### Floorplan with the power grid, run 1

(4 px per um) Pins as bars on the die edge.
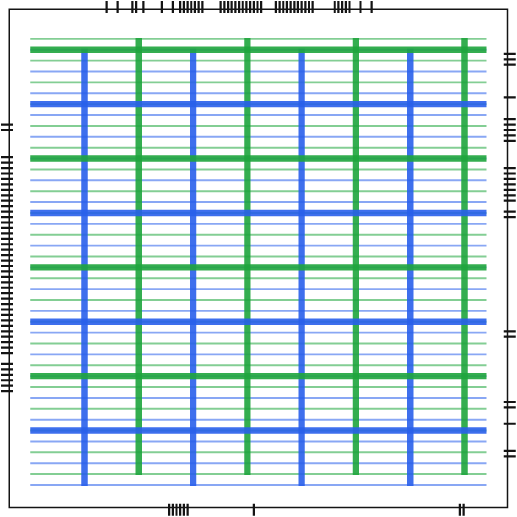
### Cells by drive strength, run 1

(2 px per um)
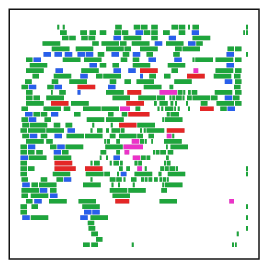
### Close-up of the layout, run 1

Window x 37 to 87, y 62 to 112 um. Cells in gray, sequential cells in the stronger gray; small squares are vias.
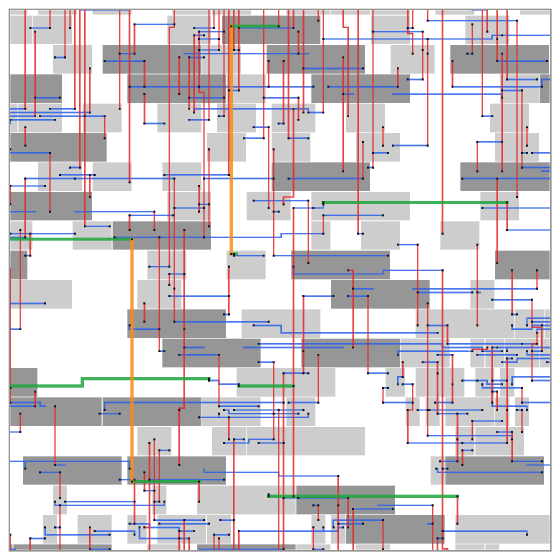
$ cat src/rtl/io_ctrl_pkg.sv
// io_ctrl_pkg: shared I/O opcode encodings and sequencer state type
package io_ctrl_pkg;

    localparam logic [1:0] OPIO_NONE = 2'b00;
    localparam logic [1:0] OPIO_IN   = 2'b01;
    localparam logic [1:0] OPIO_OUT  = 2'b10;

    typedef enum logic [1:0] {
        IDLE    = 2'b00,
        IN_WAIT = 2'b01,
        IN_DONE = 2'b10,
        HALTED  = 2'b11
    } io_state_e;

endpackage

$ cat src/rtl/io_ctrl_btn_debounce.sv
// btn_debounce: synchronizes, debounces and edge-detects the enter button
module btn_debounce #(
    parameter int DEBOUNCE = 250000
) (
    input  logic clk,
    input  logic rst_n,
    input  logic btn_raw,
    output logic btn_db,
    output logic press
);

    localparam int CW = $clog2(DEBOUNCE + 1);

    logic          s1;
    logic          s2;
    logic [CW-1:0] cnt;

    // press is registered alongside btn_db so it lands in the cycle btn_db first reads high
    always_ff @(posedge clk or negedge rst_n) begin
        if (!rst_n) begin
            s1     <= 1'b0;
            s2     <= 1'b0;
            btn_db <= 1'b0;
            press  <= 1'b0;
            cnt    <= '0;
        end else begin
            s1    <= btn_raw;
            s2    <= s1;
            press <= 1'b0;
            if (s2 == btn_db) begin
                cnt <= '0;
            end else if (cnt == CW'(DEBOUNCE - 1)) begin
                btn_db <= s2;
                press  <= s2;
                cnt    <= '0;
            end else begin
                cnt <= cnt + 1'b1;
            end
        end
    end

endmodule

$ cat src/rtl/io_ctrl.sv
// io_ctrl: sequences IN/OUT/HLT against switches, enter button and display register
module io_ctrl
    import io_ctrl_pkg::*;
#(
    parameter int DATA_W   = 32,
    parameter int SW_W     = 16,
    parameter int DEBOUNCE = 250000
) (
    input  logic              clk,
    input  logic              rst_n,
    input  logic [1:0]        op_io,
    input  logic              hlt,
    input  logic [SW_W-1:0]   sw,
    input  logic              btn_enter,
    input  logic [DATA_W-1:0] reg_data,
    output logic              stall,
    output logic [DATA_W-1:0] in_data,
    output logic              in_valid,
    output logic [DATA_W-1:0] out_data,
    output logic              out_valid,
    output logic              waiting,
    output logic              halted
);

    io_state_e state;
    logic      btn_db;
    logic      press;
    logic      accept;

    btn_debounce #(.DEBOUNCE(DEBOUNCE)) u_btn (
        .clk     (clk),
        .rst_n   (rst_n),
        .btn_raw (btn_enter),
        .btn_db  (btn_db),
        .press   (press)
    );

    assign accept = press & btn_db;

    // combinational IDLE term keeps a single-cycle CPU from advancing on the decode cycle
    assign stall = (state == IDLE && (op_io == OPIO_IN || hlt))
                 || state == IN_WAIT || state == HALTED;

    always_ff @(posedge clk or negedge rst_n) begin
        if (!rst_n) begin
            state     <= IDLE;
            in_data   <= '0;
            in_valid  <= 1'b0;
            out_data  <= '0;
            out_valid <= 1'b0;
            waiting   <= 1'b0;
            halted    <= 1'b0;
        end else begin
            in_valid  <= 1'b0;
            out_valid <= 1'b0;
            case (state)
                IDLE: begin
                    if (hlt) begin
                        state  <= HALTED;
                        halted <= 1'b1;
                    end else if (op_io == OPIO_IN) begin
                        state   <= IN_WAIT;
                        waiting <= 1'b1;
                    end else if (op_io == OPIO_OUT) begin
                        out_data  <= reg_data;
                        out_valid <= 1'b1;
                    end
                end
                IN_WAIT: begin
                    if (accept) begin
                        in_data  <= DATA_W'(sw);
                        in_valid <= 1'b1;
                        waiting  <= 1'b0;
                        state    <= IN_DONE;
                    end
                end
                IN_DONE: state <= IDLE;
                HALTED:  state <= HALTED;
            endcase
        end
    end

endmodule

$ cat config.mk
export PLATFORM = sky130hd
export DESIGN_NAME = io_ctrl
export DESIGN_NICKNAME = d
export VERILOG_FILES = /design/src/rtl/io_ctrl_pkg.sv /design/src/rtl/io_ctrl_btn_debounce.sv /design/src/rtl/io_ctrl.sv
export SDC_FILE = /design/constraint.sdc
export NUM_CORES = 1
export LEC_CHECK = 0
export CORE_MARGIN = 5
export CORE_UTILIZATION = 25
export DETAILED_ROUTE_END_ITERATION = 8
export PLACE_DENSITY = 0.53
export SYNTH_ARGS = -nofsm -noshare
export SYNTH_HDL_FRONTEND = slang
export SYNTH_SLANG_ARGS = --single-unit
$ cat constraint.sdc
create_clock -name clk -period 2.4 [get_ports clk]
set_input_delay 0.48 -clock clk [delete_from_list [all_inputs] [get_ports clk]]
set_output_delay 0.48 -clock clk [all_outputs]
set_load 0.05 [all_outputs]
==> job_summary.md, run 1 <==
## Synthesis and layout report

| Metric | Value |
|---|---|
| Switch share | 22.6% |
| DRC Markers | 0 |
| Clock network fraction of total power | 46.8% |
| Worst R2R End | u_btn.btn_db$_DFFE_PN0P_ |
| RSZ-0062 raised after global routing | no |
| DIE WIDTH | 124 um |
| Placed inst area | 4530 sq um |
| Layout clock area frac | 6.34% |
| Leakage | 2.13 nW |
| Final hold vios | 0 |
| Fin crit share | 84.6% |
| Status | completed |
| Post-Syn Area per Cell | 13.0 sq um |
| Cell total after placement | 526 |
| Registers, synthesis | 76 |
| Met1 usage | 12.2% |
| Delay-heaviest family, CP | buffers and inverters |
| Clock buffer cells | 10 |
| Post-CTS Repair Setup Buffers | 0 |
| Chip Area | 15400 sq um |
| Crit-path cells | clkdlybuf4s50_1, inv_1, nand2_1, nand2_1, nand2_1, buf_12 |
| CTS buffer count | 9 |
| Gr ovfl total | 0 |
| Cell variety after synth | 34 |
| Final Cell Area | 4830 sq um |
| R2R Path Start | u_btn.cnt[10]$_DFF_PN0_ |
| Adder share | 1.92% |
| YS warnings | 0 |
| CTS sink cnt | 76 |
| CTS tree | built |
| GRT Total Usage | 10.0% |
| And+or+nand+nor area frac | 10.1% |
| Routed WL | 7.37 mm |
| Worst slew pin tran | 0.615 ns |
| Most frequent logic cell in the layout | clkdlybuf4s50_1 |
| Relative slew slack | 59.0% |
| Top Metal Used | met4 |
| Crit path launch | hlt |
| Max VDD drop | 0.468 mV |
| Largest net degree at the start of global routing | 46 |
| Max reg flops | 32 |
| Seq_cells | 76 |
| #MultiIn Comb | 160 |
| Biggest regs | out_data x32, u_btn.cnt x18, in_data x16 |
| Global-route wire length before repair | 12.1 mm |
| Slew Viols, Final | 0 |
| Floorplan utilization | 25.6% |
| M3 GR Usage | 5.22% |
| Met2 Usage GRT | 15.4% |
| Final min period | 2.03 ns |
| CP max stage cell | clkdlybuf4s50_1 |
| Critical path type | in2out |
| Clock Root Buffer | clkbuf_16 |
| Max incr delay on CP | 0.61 ns |
| Inverters | 7 |
| Reg with most FFs | out_data |
| Startpoint Class | primary input |
| Hpwl dp | 5.26 mm |
| Final setup vio count | 0 |
| Worst Path Required | 1.92 ns |
| Post-route ant nets | 0 |
| Initial antenna violation count | 0 |
| Sequential share of power | 43.8% |
| WL met2 | 3.34 mm |
| Register Area | 1900 sq um |
| Gate Area | 1250 sq um |
-- 'Floorplan with the power grid' (at the start) --
Blue stands for VSS. Green stands for VDD.
123 signal pins sit on the boundary. 8 straps on met5.

-- 'Cells by drive strength' (at the start) --
Green stands for _0 and _1 cells, cells 293, share 79%. Blue stands for _2 cells, cells 52, share 14%. Red stands for _6 and larger, cells 14, share 3.8%. Magenta stands for _3 and _4 cells, cells 10, share 2.7%.

-- 'Close-up of the layout' (at the start) --
Green stands for metal 3. Orange stands for metal 4. Blue stands for metal 1. Red stands for metal 2.
100 logic cells have their middle in the window. Sequential cells in the window: 25. Netlist names of flops here include `in_data` (9), `out_data` (5), `u_btn.cnt` (4). Most frequent: dfrtp_1 (25), clkdlybuf4s50_1 (21), mux2_2 (13).

run 1: per-stage QoR:
| stage | util (%) | setup WS [ns] | power, W |
|---|---|---|---|
| 2_1_floorplan | - | 0.473 | 0.00149 |
| 3_3_place_gp | 35.6 | 0.229 | 0.00162 |
| 3_5_place_dp | 35.6 | 0.241 | 0.00162 |
| 4_1_cts | 38.0 | 0.365 | 0.00306 |
| 5_1_grt | 38.0 | 0.287 | 0.00312 |
| 6_report | 38.0 | 0.368 | 0.00300 |
run 1: power by group through the flow:
stage,clock [W],combinational (W),sequential (W)
after global placement,0,0.000283,0.00134
after CTS,0.00146,0.000286,0.00131
after global routing,0.00150,0.000302,0.00132
after detailed placement,0,0.000284,0.00134
final,0.00140,0.000281,0.00131
after floorplan,0,0.000102,0.00138
run 1: synth_stat cells, drive strengths merged:
master / count / area share [%]
xor2: 5 / 1.3
nand2b: 2 / 0.38
inv: 7 / 0.81
nor4bb: 1 / 0.31
a32oi: 1 / 0.27
nor2: 20 / 2.3
a21o: 1 / 0.23
or3: 2 / 0.38
nand2: 11 / 1.3
o21ai: 5 / 0.77
a21oi: 3 / 0.46
o31ai: 1 / 0.23
nor3: 1 / 0.15
and3: 1 / 0.19
xnor2: 10 / 2.7
or4: 3 / 0.92
a22o: 1 / 0.27
o41ai: 1 / 0.84
buf: 19 / 4.2
conb: 1 / 0.12
and4: 2 / 0.54
nand3: 7 / 1.2
nor3b: 1 / 0.23
clkbuf: 3 / 0.35
or3b: 1 / 0.27
ha: 5 / 1.9
nor4: 5 / 0.96
dfrtp: 76 / 58
mux2: 49 / 17
nand4: 5 / 0.96
==> inputs of run 2 (changes only) <==
--- a/config.mk
+++ b/config.mk
@@ -8,7 +8,7 @@
 export CORE_MARGIN = 5
 export CORE_UTILIZATION = 25
 export DETAILED_ROUTE_END_ITERATION = 8
-export PLACE_DENSITY = 0.53
+export PLACE_DENSITY = 0.55
 export SYNTH_ARGS = -nofsm -noshare
 export SYNTH_HDL_FRONTEND = slang
 export SYNTH_SLANG_ARGS = --single-unit
==> constraint.sdc (replaced) <==
create_clock -name clk -period 1.8 [get_ports clk]
set_input_delay 0.36 -clock clk [delete_from_list [all_inputs] [get_ports clk]]
set_output_delay 0.36 -clock clk [all_outputs]
set_load 0.05 [all_outputs]
### Wire density map, run 2

(3 px per um) The die is cut into 25 by 25 equal tiles; dark purple is low, yellow is high, scaled to the fullest tile. Values are wire area over tile area, all layers added.
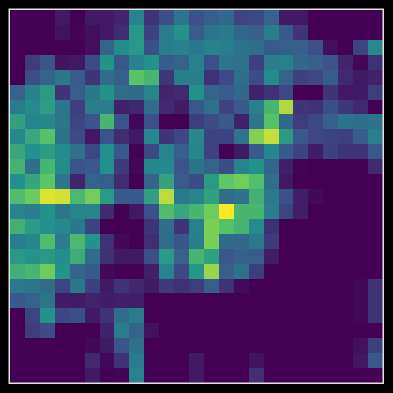
The mean over all tiles is 0.081. The emptiest ninth of the die: bottom right. The fullest tile reaches 0.37. 33% of the tiles are nearly empty. 12% of the tiles are over half the peak.

### Cells by drive strength, run 2

(2 px per um)
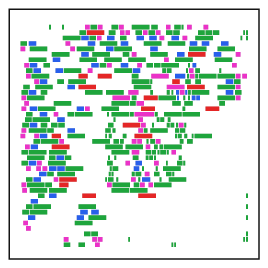
Green stands for _0 and _1 cells, cells 233, share 60%. Blue stands for _2 cells, cells 58, share 15%. Magenta stands for _3 and _4 cells, cells 79, share 20%. Red stands for _6 and larger, cells 18, share 4.6%.

==> run 2 against run 1 <==
- the run now ends with negative setup slack left
- clock skew hardly changed
- routed wire length is 2.7% higher
- global-route usage is 0.18 points higher
- largest power group is now registers
==> job_summary.md, run 2 <==
## Synthesis and layout report

| Metric | Value |
|---|---|
| GRT Total Usage | 10.2% (was 10.0%) |
| CTS sink cnt | 76 (unchanged) |
| Largest net degree at the start of global routing | 51 (was 46) |
| Cell variety after synth | 34 (unchanged) |
| Dpl ws | -0.296 ns (was 0.241 ns) |
| Final hold vios | 0 (unchanged) |
| Max VDD drop | 0.380 mV (was 0.468 mV) |
| DIE WIDTH | 124 um (unchanged) |
| Synth async-reset ratio | 100% (unchanged) |
| Critical path type | reg2reg (was in2out) |
| Routed WL | 7.57 mm (was 7.37 mm) |
| Post-synth top area share | 58.3% (unchanged) |
| Dominant synthesized flop cell | dfrtp_1 (unchanged) |
| Synth area leader | dfrtp_1 (unchanged) |
| Chip Area | 15400 sq um (unchanged) |
| RSZ-0062 raised after global routing | yes (was no) |
| Gate Area | 1290 sq um (was 1250 sq um) |
| Status | finished with violations (was completed) |
| Synth area leaders | dfrtp_1 58%, mux2_2 17%, buf_4 3.9% (unchanged) |
| Violated checks | negative setup slack |
| P_seq | 0.00175 W (was 0.00131 W) |
| Most frequent logic cell in the layout | dfrtp_1 (was clkdlybuf4s50_1) |
| Reg with most FFs | out_data (unchanged) |
| YS warnings | 0 (unchanged) |
| Hpwl dp | 5.44 mm (was 5.26 mm) |
| Global-route wire length before repair | 12.0 mm (was 12.1 mm) |
| DRC Markers | 0 (unchanged) |
| Top power group | registers (was clock) |
| Fin crit share | 100% |
| Inverters | 7 (unchanged) |
| Biggest regs | out_data x32, u_btn.cnt x18, in_data x16 (unchanged) |
| Top Metal Used | met4 (unchanged) |
| Gr ovfl total | 0 (unchanged) |
| Clock Power | 0.00174 W (was 0.00140 W) |
| Final setup vio count | 1 (was 0) |
| Final Worst Setup Slack | -0.00127 ns (was 0.368 ns) |
| Layout clock area frac | 5.93% (was 6.34%) |
| CTS buffer count | 9 (unchanged) |
| Floorplan utilization | 25.6% (unchanged) |
| #MultiIn Comb | 160 (unchanged) |
| Clock network fraction of total power | 44.9% (was 46.8%) |
| EDFF count, synth | 0 (unchanged) |
| Final min period | 1.80 ns |
| Register Area | 1900 sq um (unchanged) |
| Max reg flops | 32 (unchanged) |
| Clock buffer cells | 13 (was 10) |
| Post-CTS Repair Setup Buffers | 0 (unchanged) |
| Post-layout total power | 0.00387 W (was 0.00300 W) |
| Most instantiated cells after synthesis | 76 x dfrtp_1, 48 x mux2_2, 20 x nor2_1 (unchanged) |
run 2: cell counts after synthesis:
No cell type changed its count.
run 2: logic make-up (layout without fill, tap and decap cells):
logic type               Yosys count  in the layout  share of synthesized area (%)
AND-OR/OR-AND                     13             13                           3.07
XOR/XNOR                          15             15                           4.03
adder cells (fa/ha/maj)            5              5                           1.92
buffers and inverters             29            152                           5.37
flip-flops                        76             76                           58.3
multiplexers                      49             49                           17.0
other                              1             16                          0.115
AND/OR/NAND/NOR                   62             62                           10.1
run 2: path summary, 6_finish.rpt:
check,start,endpoint,slack [ns],cells past startpoint
max,u_btn.cnt[13]$_DFF_PN0_,u_btn.btn_db$_DFFE_PN0P_,-0.001,3
min,u_btn.s1$_DFF_PN0_,u_btn.s2$_DFF_PN0_,0.35,0
max reg2reg,u_btn.cnt[13]$_DFF_PN0_,u_btn.btn_db$_DFFE_PN0P_,-0.001,3
min reg2reg,u_btn.s1$_DFF_PN0_,u_btn.s2$_DFF_PN0_,0.35,0
max in group asynchronous,rst_n,out_data[5]$_DFFE_PN0P_,0.73,3
min in group asynchronous,rst_n,out_data[15]$_DFFE_PN0P_,0.47,2
run 2: critical path, cell delays in order, from the launching register on:
cell,delay (ns)
dfrtp_1,0.39
or4_4,0.55
or4_4,0.45
mux2_4,0.31
run 2: stage by stage:
step | cell area (sq um) | TNS (ns) | hold slack, ns | utilization [%] | std cells
CTS | 4860 | -0.00587 | 0.350 | 38.2 | 559
global placement | 4550 | -9.48 | 0.300 | 35.7 | 542
global route | 4890 | -0.201 | 0.371 | 38.5 | 560
finish | 4890 | -0.00127 | 0.348 | 38.5 | 560
detailed placement | 4550 | -9.21 | 0.302 | 35.7 | 542
floorplan | 3320 | -0.0481 | 0.0644 | - | 265
==> inputs of run 3 (changes only) <==
--- a/config.mk
+++ b/config.mk
@@ -8,7 +8,8 @@
 export CORE_MARGIN = 5
 export CORE_UTILIZATION = 25
 export DETAILED_ROUTE_END_ITERATION = 8
-export PLACE_DENSITY = 0.55
+export GPL_TIMING_DRIVEN = 0
+export PLACE_DENSITY = 0.53
 export SYNTH_ARGS = -nofsm -noshare
 export SYNTH_HDL_FRONTEND = slang
 export SYNTH_SLANG_ARGS = --single-unit
==> constraint.sdc (replaced) <==
create_clock -name clk -period 1.9 [get_ports clk]
set_input_delay 0.38 -clock clk [delete_from_list [all_inputs] [get_ports clk]]
set_output_delay 0.38 -clock clk [all_outputs]
set_load 0.05 [all_outputs]
### Wire density map, run 3

(3 px per um) The die is cut into 25 by 25 equal tiles; dark purple is low, yellow is high, scaled to the fullest tile. Values are wire area over tile area, all layers added.
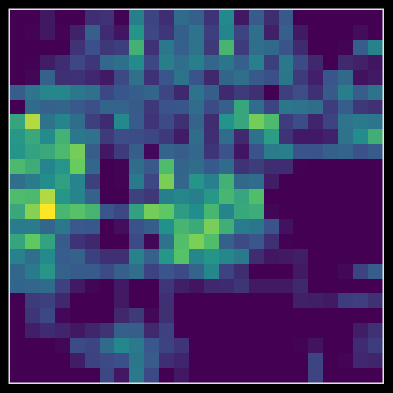
The mean over all tiles is 0.082. The fullest tile reaches 0.39. 31% of the tiles are nearly empty. 10% of the tiles are over half the peak.

### Cells by drive strength, run 3

(2 px per um)
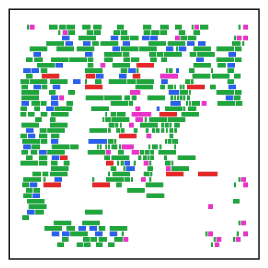
Blue stands for _2 cells, cells 56, share 14%. Red stands for _6 and larger, cells 14, share 3.5%. Green stands for _0 and _1 cells, cells 292, share 74%. Magenta stands for _3 and _4 cells, cells 33, share 8.4%.

==> run 3 against run 2 <==
- the flow now finishes without violations
- clock power is 14% lower
- via count is 0.87% higher
- register-to-register slack hardly changed
- die area stayed put
- global-route usage is 0.20 points higher
- first-iteration DRC count is 8.1% lower
- critical path type unchanged
- highest routed layer unchanged
==> job_summary.md, run 3 <==
## Synthesis and layout report

| Metric | Value |
|---|---|
| Status | completed (was finished with violations) |
| Top-count cell post-synth | dfrtp_1 (unchanged) |
| Synth area leaders | dfrtp_1 58%, mux2_2 17%, buf_4 3.9% (unchanged) |
| GRT Total Usage | 10.4% (was 10.2%) |
| Non-Filler Instances | 567 (was 560) |
| Dominant synthesized flop cell | dfrtp_1 (unchanged) |
| Delay-heaviest family, CP | simple AND/OR/NAND/NOR gates (unchanged) |
| Worst path depth | 3 (unchanged) |
| Reg with most FFs | out_data (unchanged) |
| WL met2 | 3.71 mm (was 3.47 mm) |
| Top Metal Used | met4 (unchanged) |
| YS warnings | 0 (unchanged) |
| EDFF count, synth | 0 (unchanged) |
| Most frequent logic cell in the layout | dfrtp_1 (unchanged) |
| Max reg flops | 32 (unchanged) |
| Final Cell Area | 5070 sq um (was 4890 sq um) |
| Global-route wire length before repair | 12.3 mm (was 12.0 mm) |
| Gr ovfl total | 0 (unchanged) |
| Routed WL | 7.65 mm (was 7.57 mm) |
| Final min period | 1.89 ns (was 1.80 ns) |
| Hpwl dp | 5.55 mm (was 5.44 mm) |
| Post-Route Setup TNS | 0 ns (was -0.00127 ns) |
| Hold Path Cell Cnt | 0 (unchanged) |
| M3 GR Usage | 5.40% (was 5.27%) |
| Chip Area | 15400 sq um (unchanged) |
| R2R Path Start | u_btn.cnt[4]$_DFF_PN0_ (was u_btn.cnt[13]$_DFF_PN0_) |
| Synth async-reset ratio | 100% (unchanged) |
| Worst slew pin tran | 0.550 ns |
| Post-CTS Repair Setup Buffers | 5 (was 0) |
| Final hold vios | 0 (unchanged) |
| Register Area | 1900 sq um (about the same) |
| Crit-path cells | or4_4, or4_4, mux2_4 (unchanged) |
| Critical path type | reg2reg (unchanged) |
| Met1 usage | 12.6% (was 12.3%) |
| CTS buffer count | 9 (unchanged) |
| Post-route ant nets | 0 (unchanged) |
| Worst Hold Slack | 0.347 ns (was 0.348 ns) |
| Largest net degree at the start of global routing | 56 (was 51) |
| Cell variety after synth | 34 (unchanged) |
| Cell total after placement | 544 (was 542) |
| RSZ-0062 raised after global routing | yes (unchanged) |
| Placed inst area | 4620 sq um (was 4550 sq um) |
| Post-synth top area share | 58.3% (unchanged) |
| Crit path launch | u_btn.cnt[4]$_DFF_PN0_ (was u_btn.cnt[13]$_DFF_PN0_) |
| Final Worst Setup Slack | 0.00788 ns (was -0.00127 ns) |
| CP max stage cell | or4_4 (unchanged) |
| Post-Syn Area per Cell | 13.0 sq um (unchanged) |
| Max VDD drop | 0.574 mV (was 0.380 mV) |
| Final setup vio count | 0 (was 1) |
| Clock Root Buffer | clkbuf_16 (unchanged) |
| DRC Markers | 0 (unchanged) |
| Dpl ws | -0.574 ns (was -0.296 ns) |
| Crit path top cell by count | or4_4 (unchanged) |
| DIE WIDTH | 124 um (unchanged) |
| Worst Path Required | 2.12 ns (was 2.02 ns) |
| CTS tree | built (unchanged) |
| Hold path start | u_btn.s1$_DFF_PN0_ (unchanged) |
| Slew Viols, Final | 0 (unchanged) |
| Max incr delay on CP | 0.52 ns (was 0.55 ns) |
==> run 3: kinds of logic (layout without fill, tap and decap cells) <==
| kind of cell | after synthesis | in the layout | share of synthesized area [%] |
|---|---|---|---|
| muxes | 49 | 49 | 17.0 |
| DFF | 76 | 76 | 58.3 |
| xor gates and xnor gates | 15 | 15 | 4.03 |
| and+or+nand+nor | 62 | 62 | 10.1 |
| AOI/OAI and AO/OA | 13 | 13 | 3.07 |
| adders and majority gates | 5 | 5 | 1.92 |
| buffers and inverters | 29 | 159 | 5.37 |
| other | 1 | 16 | 0.115 |
==> run 3: area by class of cell <==
cell class | count | area share (%)
multi-input combinational | 160 | 25.2
buffer | 22 | 3.56
tap | 172 | 4.25
inverter | 7 | 0.519
clock inverter | 2 | 0.247
sequential | 76 | 37.6
clock buffer | 13 | 4.74
timing repair buffer | 115 | 23.9
==> run 3: report_power, final <==
| part | leakage (nW) | total, W | internal (W) | switching [W] |
|---|---|---|---|---|
| Clock | 0.120 | 0.00149 | 0.000875 | 0.000617 |
| Combinational | 1.65 | 0.000386 | 0.000175 | 0.000210 |
| Sequential | 1.01 | 0.00166 | 0.00164 | 0.0000145 |
==> run 3: path summary, 6_finish.rpt <==
kind	to	slack, ns
worst min register to register	u_btn.s2$_DFF_PN0_	0.35
max in group asynchronous	halted$_DFFE_PN0P_	0.82
min in group asynchronous	out_data[14]$_DFFE_PN0P_	0.50
worst max register to register	u_btn.btn_db$_DFFE_PN0P_	0.008
worst max-delay path	u_btn.btn_db$_DFFE_PN0P_	0.008
worst min-delay path	u_btn.s2$_DFF_PN0_	0.35
Power and IR drop assume default switching activity.
